Figure 1. PDN straps and rails (run 1).
Scale: 6 px per um. Pins as bars on the die edge.
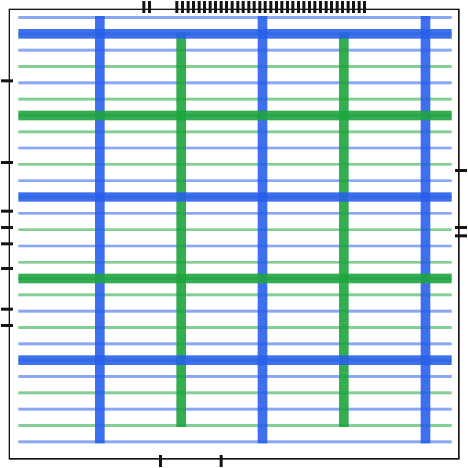
Figure 2. Cell sizes after repair (run 1).
Scale: 4 px per um.
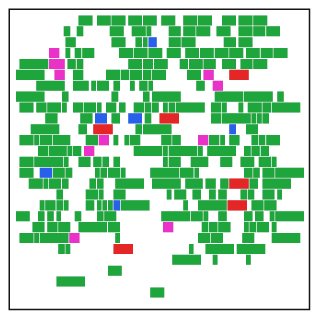
Figure 3. Routed metal per tile (run 1).
Scale: 4 px per um. 15 x 15 tiles, from dark purple (low) to yellow (high), scaled to the fullest tile. Values are wire area over tile area, all layers added.
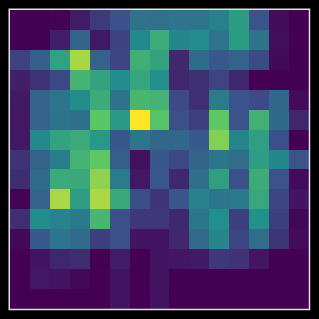
$ cat config.mk
export PLATFORM = sky130hd
export DESIGN_NAME = dsi_pkt_sched
export DESIGN_NICKNAME = d
export VERILOG_FILES = /design/src/rtl/dsi_pkt_sched.sv
export SDC_FILE = /design/constraint.sdc
export NUM_CORES = 1
export LEC_CHECK = 0
export CAP_MARGIN = 30
export CORE_UTILIZATION = 35
export CTS_CLUSTER_SIZE = 10
export DETAILED_ROUTE_END_ITERATION = 7
export PLACE_DENSITY = 0.65
export SLEW_MARGIN = 25
export SYNTH_ARGS = -nofsm -noshare
export SYNTH_HDL_FRONTEND = slang
export SYNTH_SLANG_ARGS = --single-unit
$ cat constraint.sdc
create_clock -name clk -period 2.4 [get_ports clk]
set_input_delay 0.24 -clock clk [delete_from_list [all_inputs] [get_ports clk]]
set_output_delay 0.24 -clock clk [all_outputs]
set_load 0.03 [all_outputs]
$ cat src/rtl/dsi_pkt_sched.sv
// ---------------------------------------------------------------------------
// dsi_pkt_sched
//
// Schedules HS packet transmission on the single nano-DSI data lane between
// two FIFO-style packet sources: src0 (SPI command FIFO) and src1
// (pixel/refresh streamer). Packets are atomic once granted. The block also
// owns the HS clock-lane request (raised while traffic is pending, released
// after an idle timeout) and enforces a programmable inter-packet gap.
//
// Ports:
//   clk, rst           system clock, synchronous active-high reset
//   srcN_valid         source N has a complete packet available
//   srcN_data/last     current byte of source N and its end-of-packet flag
//   srcN_ack           read strobe to source N (consume current byte)
//   hs_start           packet start request to the data lane
//   hs_data/hs_last    byte and last-byte flag to the data lane
//   hs_ack             data lane consumed hs_data
//   hs_rdy             data lane idle (LP-11)
//   clk_req            HS clock lane request (registered)
//   clk_rdy            HS clock lane running
//   cfg_force_clk      hold clk_req high unconditionally
//   cfg_gap            minimum idle cycles between packets
//   grant              one-hot current owner, 00 when none
//   busy               scheduler is not in IDLE
// ---------------------------------------------------------------------------
module dsi_pkt_sched #(
  parameter int IDLE_CYCLES = 1024
) (
  input  logic       clk,
  input  logic       rst,
  input  logic       src0_valid,
  input  logic [7:0] src0_data,
  input  logic       src0_last,
  output logic       src0_ack,
  input  logic       src1_valid,
  input  logic [7:0] src1_data,
  input  logic       src1_last,
  output logic       src1_ack,
  output logic       hs_start,
  output logic [7:0] hs_data,
  output logic       hs_last,
  input  logic       hs_ack,
  input  logic       hs_rdy,
  output logic       clk_req,
  input  logic       clk_rdy,
  input  logic       cfg_force_clk,
  input  logic [7:0] cfg_gap,
  output logic [1:0] grant,
  output logic       busy
);

  typedef enum logic [2:0] {
    IDLE,
    WAKE,
    ARB,
    XFER,
    GAP
  } state_t;

  localparam logic [15:0] IDLE_MAX = 16'(IDLE_CYCLES);

  state_t      state;
  logic [15:0] idle_cnt;
  logic [7:0]  gap_cnt;
  logic        last_served;  // 0: src0 served last, 1: src1 served last

  logic any_valid;
  logic lane_ready;
  logic req_set;

  assign any_valid  = src0_valid | src1_valid;
  assign lane_ready = clk_rdy & hs_rdy;
  // Anything that means the clock lane is (or is about to be) needed.
  assign req_set    = any_valid | cfg_force_clk | (state != IDLE);

  // Data path is a plain mux on the registered grant, so the lane sees the
  // owning source's byte with no extra latency.
  assign hs_data  = grant[0] ? src0_data : (grant[1] ? src1_data : 8'd0);
  assign hs_last  = grant[0] ? src0_last : (grant[1] ? src1_last : 1'b0);
  assign src0_ack = hs_ack & grant[0];
  assign src1_ack = hs_ack & grant[1];
  assign busy     = (state != IDLE);

  always_ff @(posedge clk) begin
    if (rst) begin
      state       <= IDLE;
      grant       <= 2'b00;
      hs_start    <= 1'b0;
      clk_req     <= 1'b0;
      idle_cnt    <= 16'd0;
      gap_cnt     <= 8'd0;
      last_served <= 1'b1;
    end else begin
      // Clock-lane request: the set term always beats the timeout, so a
      // valid arriving on the expiry cycle keeps the lane running.
      if (req_set) begin
        clk_req  <= 1'b1;
        idle_cnt <= 16'd0;
      end else if (idle_cnt != IDLE_MAX) begin
        idle_cnt <= idle_cnt + 16'd1;
      end else begin
        clk_req <= 1'b0;
      end

      case (state)
        IDLE: begin
          if (any_valid) begin
            state <= lane_ready ? ARB : WAKE;
          end
        end

        WAKE: begin
          if (lane_ready) begin
            state <= ARB;
          end
        end

        // Round-robin on ties: prefer the source that was not served last.
        ARB: begin
          if (src0_valid && (!src1_valid || last_served)) begin
            grant       <= 2'b01;
            last_served <= 1'b0;
            hs_start    <= 1'b1;
            state       <= XFER;
          end else if (src1_valid) begin
            grant       <= 2'b10;
            last_served <= 1'b1;
            hs_start    <= 1'b1;
            state       <= XFER;
          end else begin
            state <= IDLE;
          end
        end

        // Packet is atomic: source valids are not looked at here, and
        // clk_rdy dropping is ignored until the packet and gap are done.
        XFER: begin
          if (hs_ack) begin
            hs_start <= 1'b0;
            if (hs_last) begin
              grant   <= 2'b00;
              gap_cnt <= cfg_gap;
              state   <= GAP;
            end
          end
        end

        GAP: begin
          if (gap_cnt != 8'd0) begin
            gap_cnt <= gap_cnt - 8'd1;
          end
          if ((gap_cnt == 8'd0) && hs_rdy) begin
            state <= IDLE;
          end
        end

        default: state <= IDLE;
      endcase
    end
  end

endmodule
==> deck_impl_summary.md, run 1 <==
Flow Results at a Glance

Synth
  • Netlist cell types: 50
  • Most common cell in the netlist: dfxtp_1
  • Post-synthesis adder-cell area fraction: 2.71%
  • Post-synthesis simple-gate area fraction: 28.1%
  • Post-synth ARST share: 0%
  • Post-synth EDFFs: 0
  • Mux share: 0.541%
  • Flops & latches, synth: 32
  • Top cells by count: 32 x dfxtp_1, 22 x nor2_1, 20 x a21oi_1
  • Syn_nets: 267

Detailed routing
  • WL per Instance: 13.0 um
  • ANT nets after route: 0

Placement
  • Worst slack at placement: 188 ps

Clock network
  • Postcts setup bufs: 0
  • Num CTS Buffers: 5
  • CTS Hold Buffers Added: 0
  • CTS tree: yes

Setup path
  • FF-to-FF End: idle_cnt[14]$_SDFFE_PP0P_
  • Slowest CP cell: or4_1
  • CP Cell Sequence: or3_4 -> or4_1 -> or4_1 -> nand2_1
  • Cell mode on critical path: or4_1
  • Crit-path leading delay family: simple AND/OR/NAND/NOR gates
  • R2R cell count: 4
  • Worst setup path class: reg -> reg

Floorplan
  • Floorplan core density: 36.2%
  • Die H: 74.7 um
  • Core area: 0.00511 mm2
  • Die W: 74.7 um

Pwr
  • Leakage: 0.000895 uW

Outcome
  • Status: completed

Finish
  • ANT cells: 0
  • Non-Filler Instances: 350
  • Final nets: 317

GRT
  • Global route overflow: 0
  • First-pass GRT wire length: 7610 um
  • Vias in the first global route: 1,705

Timing
  • Slew margin rel.: 58.6%
  • Worst slew pin tran: 614 ps
  • Setup TNS: 0 ps
  • Hold Violations, Final: 0
  • PnR worst setup slack: 314 ps
  • Final min period: 2090 ps

Flow run
  • Stage-log warning count: 28
  • Max Cap Viol: 0
-- Figure 1 (at the start) --
VDD: drawn in green. VSS: drawn in blue.
5 straps on met5. The core has 26 rows.

-- Figure 2 (at the start) --
_6 and larger: drawn in red, cells 6, most used clkbuf_8. _0 and _1 cells: drawn in green, cells 258, most used clkdlybuf4s50_1. _2 cells: drawn in blue, cells 6, most used clkinv_2. _3 and _4 cells: drawn in magenta, cells 10, most used buf_4.

-- Figure 3 (at the start) --
19% of the tiles are nearly empty. The fullest tile reaches 0.47. The densest ninth of the die: left middle. The emptiest ninth of the die: bottom middle. The mean over all tiles is 0.13.

[run 1: worst register-to-register path: stages, from the launching register on]
cell and delay [ps]:
dfxtp_1 410, or3_4 400, or4_1 600, or4_1 540
nand2_1 80
[run 1: area by class of cell]
type,count,area share (%)
clock buffer,6,3.27
clock inverter,2,0.396
inverter,11,1.63
multi-input combinational,171,43.8
sequential,32,25.3
tap,70,3.46
timing repair buffer,58,22.1
[run 1: per-stage QoR]
| step | total power [uW] | area, um2 |
|---|---|---|
| CTS | 1250 | 2530 |
| floorplan | 687 | 1850 |
| detailed placement | 811 | 2440 |
| global placement | 810 | 2440 |
| finish | 1230 | 2530 |
| global route | 1290 | 2530 |
[run 1: state kept, by name, summed over array words and instances, names as in the netlist]
register     cells
last_served      1
state            3
gap_cnt          8
clk_req          1
idle_cnt        16
hs_start         1
grant            2
[run 1: where the power goes]
group / internal, uW / switching (uW) / leakage (uW) / total, uW
sequential: 544 / 9.50 / 0.000259 / 553
clock: 229 / 204 / 0.0000510 / 432
combinational: 127 / 120 / 0.000585 / 247
[run 1: layer usage]
metal	share of wire, %	track usage [%]	vias to the layer above	wire length, um
met3	3.1	3.75	7	141
met1	48	23.4	874	2190
li1	-	-	949	-
met5	0	0	-	0
met2	47	28.4	23	2150
met4	1.5	6.92	0	70
[run 1: layout by cell type, fill, tap and decap left out, types with 8 or more instances in the layout]
cell             synthesis  final
a21oi_1                 20     20
a22o_1                   8      8
buf_4                    0      9
clkdlybuf4s50_1          0     49
dfxtp_1                 32     32
inv_1                   11     11
nand2_1                 14     14
nor2_1                  22     22
xor2_1                   8      8
[run 1: how the worst max path moves through the flow]
stage                               start  slack, ps                   endpoint
CTS                 state[2]$_SDFFE_PP0P_        320  idle_cnt[14]$_SDFFE_PP0P_
finish              state[2]$_SDFFE_PP0P_        310  idle_cnt[14]$_SDFFE_PP0P_
floorplan           state[0]$_SDFFE_PP0P_        400  idle_cnt[14]$_SDFFE_PP0P_
global route        state[2]$_SDFFE_PP0P_        180  idle_cnt[14]$_SDFFE_PP0P_
global placement               src1_valid        220  idle_cnt[14]$_SDFFE_PP0P_
detailed placement             src1_valid        190  idle_cnt[14]$_SDFFE_PP0P_
[run 1: cell families (layout without fill, tap and decap cells)]
logic type               count (synthesis)  in the layout
AND/OR/NAND/NOR                         93             93
AND-OR/OR-AND                           63             63
flip-flops                              32             32
buffers and inverters                   26             77
XOR/XNOR                                10             10
adder cells (fa/ha/maj)                  4              4
multiplexers                             1              1
## Run 2: what changed since run 1
SLEW_MARGIN = unset   (was 25)
Figure 4. Routed metal per tile (run 2).
Scale: 4 px per um. 15 x 15 tiles, from dark purple (low) to yellow (high), scaled to the fullest tile. Values are wire area over tile area, all layers added.
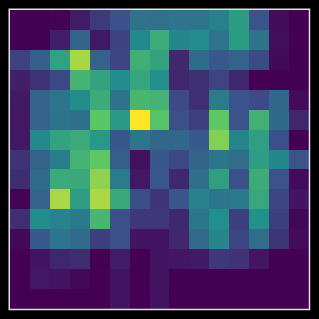
The mean over all tiles is 0.13. 17% of the tiles are over half the peak. The densest ninth of the die: left middle.

==> deck_impl_summary.md, run 2 <==
Flow Results at a Glance

Finish
  • Dominant logic cell type in the layout: clkdlybuf4s50_1
  • Top reg by flops: idle_cnt
  • Max reg flops: 16
  • Fraction of layout cells with a size suffix above 1: 7.86%
  • ANT cells: 0
  • Dominant logic cell types in the final layout: 49 x clkdlybuf4s50_1, 32 x dfxtp_1, 22 x nor2_1
  • Largest registers: idle_cnt x16, gap_cnt x8, state x3
  • Final nets: 317

Synth
  • Avg Inst Size Synth: 8.08 um2
  • Netlist cell types: 50
  • Post-synth EDFFs: 0
  • Most common cell in the netlist: dfxtp_1
  • Flops & latches, synth: 32
  • Area leader share: 34.6%
  • Syn_nets: 267
  • Synth Warn #: 0
  • Top cells by count: 32 x dfxtp_1, 22 x nor2_1, 20 x a21oi_1
  • Post-synth seq share: 34.6%
  • Post-synth ARST share: 0%

Setup path
  • Crit Path Max Fanout: 13
  • Crit-path max cell delay: 600 ps
  • Crit path from: state[2]$_SDFFE_PP0P_
  • Crit-path leading delay family: simple AND/OR/NAND/NOR gates
  • R2R cell count: 4
  • Reg2Reg Setup Slack: 310 ps
  • Slowest CP cell: or4_1
  • Cell mode on critical path: or4_1
  • Worst setup path class: reg -> reg
  • CP Cell Sequence: or3_4 -> or4_1 -> or4_1 -> nand2_1
  • FF-to-FF End: idle_cnt[14]$_SDFFE_PP0P_

Outcome
  • Status: completed

Clock network
  • Postcts setup bufs: 0
  • CTS Hold Buffers Added: 0
  • Num CTS Buffers: 5
  • CTS tree: yes

Floorplan
  • Chip area: 0.00558 mm2
  • Floorplan core density: 36.2%
  • Core area: 0.00511 mm2
  • Die W: 74.7 um
  • Die H: 74.7 um

GRT
  • First-pass GRT wire length: 7610 um
  • Vias in the first global route: 1,705
  • Global route overflow: 0

Detailed routing
  • ANT nets after route: 0
  • DRT iter0 DRCs: 66
  • WL per Instance: 13.0 um
  • First drt pass iteration count: 4

Pwr
  • Comb power frac: 20.0%
  • Pint: 899 uW
  • Clock network power share: 35.1%
  • Sequential power share: 44.9%
  • Leakage: 0.000895 uW
  • Sw power: 333 uW
  • Switching Share: 27.0%

Timing
  • Slew margin rel.: 58.6%
  • Final worst-path cycle share: 86.9%
  • Final min period: 2090 ps
  • Worst slew pin tran: 614 ps
  • Hold Violations, Final: 0
  • Max Clock Skew: 3.41 ps
  • Setup TNS: 0 ps

Flow run
  • Stage-log warning count: 28
  • Max Cap Viol: 0

Min path
  • Hold Path Class: reg -> reg
  • Hold EP: gap_cnt[7]$_SDFFE_PP0P_
Figure 5. Cell sizes after repair (run 2).
Scale: 4 px per um.
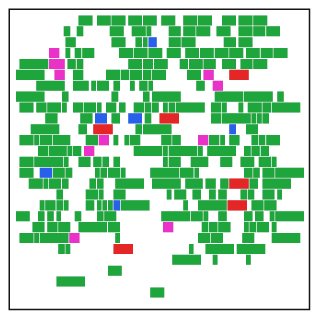
_0 and _1 cells: drawn in green, cells 258, most used clkdlybuf4s50_1. _6 and larger: drawn in red, cells 6, most used clkbuf_8. _3 and _4 cells: drawn in magenta, cells 10, most used buf_4. _2 cells: drawn in blue, cells 6, most used clkinv_2.

run 2: cell counts in the layout (fill, tap and decap cells not counted):
No cell type changed its count.
run 2: tightest hold or removal path: cells and delay by family (launching register included):
family	cells	cell delay, ps
and+or+nand+nor	1	50
DFF	1	310
AOI/OAI and AO/OA	1	50
run 2: stage by stage:
stage                     worst slack, ps  util [%]  power (uW)  std cells  cell area (um2)
after global placement                216      47.7         810        342             2440
after global routing                  184      49.5        1290        350             2530
final                                 314      49.5        1230        350             2530
after floorplan                       401         -         687        229             1850
after CTS                             317      49.5        1250        350             2530
after detailed placement              188      47.7         811        342             2440
run 2: how the worst max path moves through the flow:
stage	cells past startpoint	end
3_5_place_dp	5	idle_cnt[14]$_SDFFE_PP0P_
5_1_grt	4	idle_cnt[14]$_SDFFE_PP0P_
3_3_place_gp	5	idle_cnt[14]$_SDFFE_PP0P_
2_1_floorplan	5	idle_cnt[14]$_SDFFE_PP0P_
6_report	4	idle_cnt[14]$_SDFFE_PP0P_
4_1_cts	4	idle_cnt[14]$_SDFFE_PP0P_
run 2: layout make-up:
class                   instances  area, um2  share of cell area, %
multi-input cells             171       1110                   43.8
flip-flops and latches         32        641                   25.3
repair buffers                 58        558                   22.1
well taps                      70       87.6                   3.46
clock buffers                   6       82.6                   3.27
inverters                      11       41.3                   1.63
clock inverters                 2       10.0                  0.396
run 2: logic make-up after synthesis:
family,share of synthesized area [%]
buffers and inverters,5.41
and+or+nand+nor,28.1
xor gates and xnor gates,4.74
muxes,0.541
DFF,34.6
AOI/OAI and AO/OA,23.8
adders and majority gates,2.71
run 2: power by group through the flow:
| stage | combinational, uW | sequential, uW | clock (uW) |
|---|---|---|---|
| final | 247 | 553 | 432 |
| after detailed placement | 246 | 565 | 0 |
| after global routing | 268 | 554 | 463 |
| after CTS | 246 | 553 | 450 |
| after floorplan | 113 | 574 | 0 |
| after global placement | 245 | 565 | 0 |
run 2: metal layers:
| layer | global-route usage, % | up-vias | part of all wire (%) |
|---|---|---|---|
| met5 | 0 | - | 0 |
| met1 | 23.4 | 874 | 48 |
| met3 | 3.75 | 7 | 3.1 |
| met2 | 28.4 | 23 | 47 |
| met4 | 6.92 | 0 | 1.5 |
| li1 | - | 949 | - |
Figure 6. Sequential cells colored by netlist name (run 2).
Scale: 4 px per um. Other sequential cells in the stronger gray, the rest of the logic in the fainter gray.
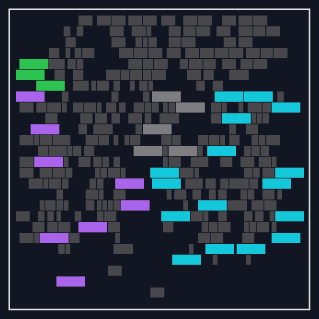

## Run 3: what changed since run 2
clock period = 2.6 ns   (was 2.4 ns; I/O delays follow)
Figure 7. Sequential cells colored by netlist name (run 3).
Scale: 4 px per um. Other sequential cells in the stronger gray, the rest of the logic in the fainter gray.
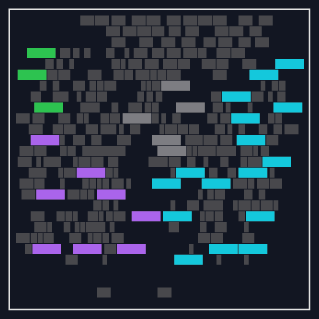
idle_cnt: drawn in cyan, flops 16. gap_cnt: drawn in purple, flops 8. state: drawn in green, flops 3.

==> deck_impl_summary.md, run 3 <==
Flow Results at a Glance

Setup path
  • Crit Path Max Fanout: 16
  • Worst setup path class: reg -> out

Finish
  • Fill cells: 514
  • Top reg by flops: idle_cnt
  • Dominant logic cell types in the final layout: 49 x clkdlybuf4s50_1, 32 x dfxtp_1, 22 x nor2_1
  • Dominant logic cell type in the layout: clkdlybuf4s50_1
  • Largest registers: idle_cnt x16, gap_cnt x8, state x3
  • Max reg flops: 16
  • Non-Filler Instances: 347
  • Final nets: 314
  • ANT cells: 0
  • Design area: 0.00252 mm2
  • Final Util: 49.4%
  • Fraction of layout cells with a size suffix above 1: 6.50%

Timing
  • Max Clock Skew: 3.30 ps
  • Final worst-path cycle share: 92.9%
  • Slew margin rel.: 62.3%
  • Final min period: 2410 ps
  • Hold Violations, Final: 0
  • Worst slew pin tran: 564 ps
  • PnR worst setup slack: 185 ps
  • Setup TNS: 0 ps

Pwr
  • Sequential power share: 43.7%
  • Comb power frac: 17.0%
  • Leakage: 0.000883 uW
  • Sw power: 307 uW
  • Pint: 896 uW
  • Clock network power share: 39.4%
  • Switching Share: 25.5%

Synth
  • Avg Inst Size Synth: 8.08 um2
  • Area leader share: 34.6%
  • Netlist cell types: 50
  • Most common cell in the netlist: dfxtp_1
  • Top cells by count: 32 x dfxtp_1, 22 x nor2_1, 20 x a21oi_1
  • Synth Warn #: 0
  • Syn_nets: 267
  • Flops & latches, synth: 32
  • Post-synth seq share: 34.6%
  • Post-synth EDFFs: 0

Clock network
  • Num CTS Buffers: 5
  • Root Buffer: clkbuf_8
  • Postcts setup bufs: 0
  • CTS tree: yes
  • Maximum clock path buffer count: 2
  • Clock transition at path regs: 70 ps
  • CTS Hold Buffers Added: 0

Floorplan
  • Die W: 74.7 um
  • Core area: 0.00511 mm2
  • Floorplan core density: 36.2%
  • Chip area: 0.00558 mm2
  • Die H: 74.7 um

GRT
  • Vias in the first global route: 1,620
  • Global route overflow: 0
  • First-pass GRT wire length: 7700 um
  • Largest net degree at the start of global routing: 18

Flow run
  • Stage-log warning count: 28
  • Max Cap Viol: 0

Placement
  • Worst slack at placement: 461 ps
  • Placed Instances: 339
  • Placed Area: 0.00241 mm2

Detailed routing
  • DRT iter0 DRCs: 72
  • DRT Wirelength: 4680 um
  • ANT nets after route: 0
  • WL per Instance: 13.5 um
  • First drt pass iteration count: 4

Min path
  • Hold Path Class: reg -> reg

Outcome
  • Status: completed
Figure 8. Cell sizes after repair (run 3).
Scale: 4 px per um.
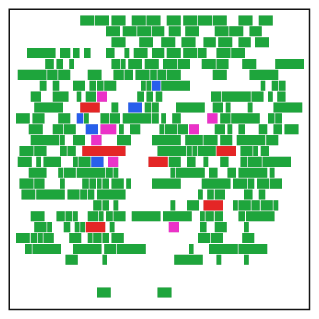
_2 cells: drawn in blue, cells 5. _6 and larger: drawn in red, cells 6, most used clkbuf_8. _0 and _1 cells: drawn in green, cells 259, most used clkdlybuf4s50_1. _3 and _4 cells: drawn in magenta, cells 7, most used buf_4.

run 3: power by group through the flow:
stage,Clock (uW),Sequential [uW],Combinational (uW)
5_1_grt,508,528,220
4_1_cts,484,525,205
3_5_place_dp,0,536,204
6_report,473,525,204
3_3_place_gp,0,536,203
2_1_floorplan,0,529,104
run 3: worst max-delay path, cell delays in order, from the launching register on:
cell	delay, ps
dfxtp_1	460
nor2b_1	520
a22o_1	210
clkdlybuf4s50_1	670
run 3: per-stage QoR:
| step | total power [uW] | hold slack [ps] |
|---|---|---|
| 2_1_floorplan | 634 | 392 |
| 3_3_place_gp | 739 | 457 |
| 3_5_place_dp | 740 | 466 |
| 4_1_cts | 1210 | 477 |
| 5_1_grt | 1260 | 496 |
| 6_report | 1200 | 477 |
run 3: per-layer routing:
| metal | up-vias | global-route usage, % | part of all wire [%] | wire [um] |
|---|---|---|---|---|
| met5 | - | 0 | 0 | 0 |
| met4 | 0 | 6.92 | 1.3 | 62 |
| met3 | 7 | 4.15 | 3.7 | 173 |
| met2 | 33 | 27.6 | 47 | 2210 |
| met1 | 870 | 25.4 | 48 | 2230 |
| li1 | 951 | - | - | - |
run 3: cells by family (layout without fill, tap and decap cells):
logic type               count (synthesis)  in the layout  synth area share [%]
AND-OR/OR-AND                           63             63                  23.8
buffers and inverters                   26             74                  5.41
multiplexers                             1              1                 0.541
adder cells (fa/ha/maj)                  4              4                  2.71
AND/OR/NAND/NOR                         93             93                  28.1
flip-flops                              32             32                  34.6
XOR/XNOR                                10             10                  4.74
run 3: final timing paths:
kind | cells past startpoint | startpoint | slack, ps | end
setup reg to reg | 4 | state[0]$_SDFFE_PP0P_ | 510 | idle_cnt[14]$_SDFFE_PP0P_
hold / removal | 2 | gap_cnt[7]$_SDFFE_PP0P_ | 480 | gap_cnt[7]$_SDFFE_PP0P_
hold reg to reg | 2 | gap_cnt[7]$_SDFFE_PP0P_ | 480 | gap_cnt[7]$_SDFFE_PP0P_
setup / recovery | 3 | grant[0]$_SDFFE_PP0P_ | 190 | hs_data[1]
run 3: cell type report:
class | instances | area [um2] | area share (%)
Multi-Input combinational cell | 171 | 1110 | 44.0
Sequential cell | 32 | 641 | 25.4
Timing Repair Buffer | 55 | 536 | 21.2
Tap cell | 70 | 87.6 | 3.47
Clock buffer | 6 | 72.6 | 2.88
Inverter | 11 | 41.3 | 1.64
Clock inverter | 2 | 35.0 | 1.39
Power and IR drop assume default switching activity.
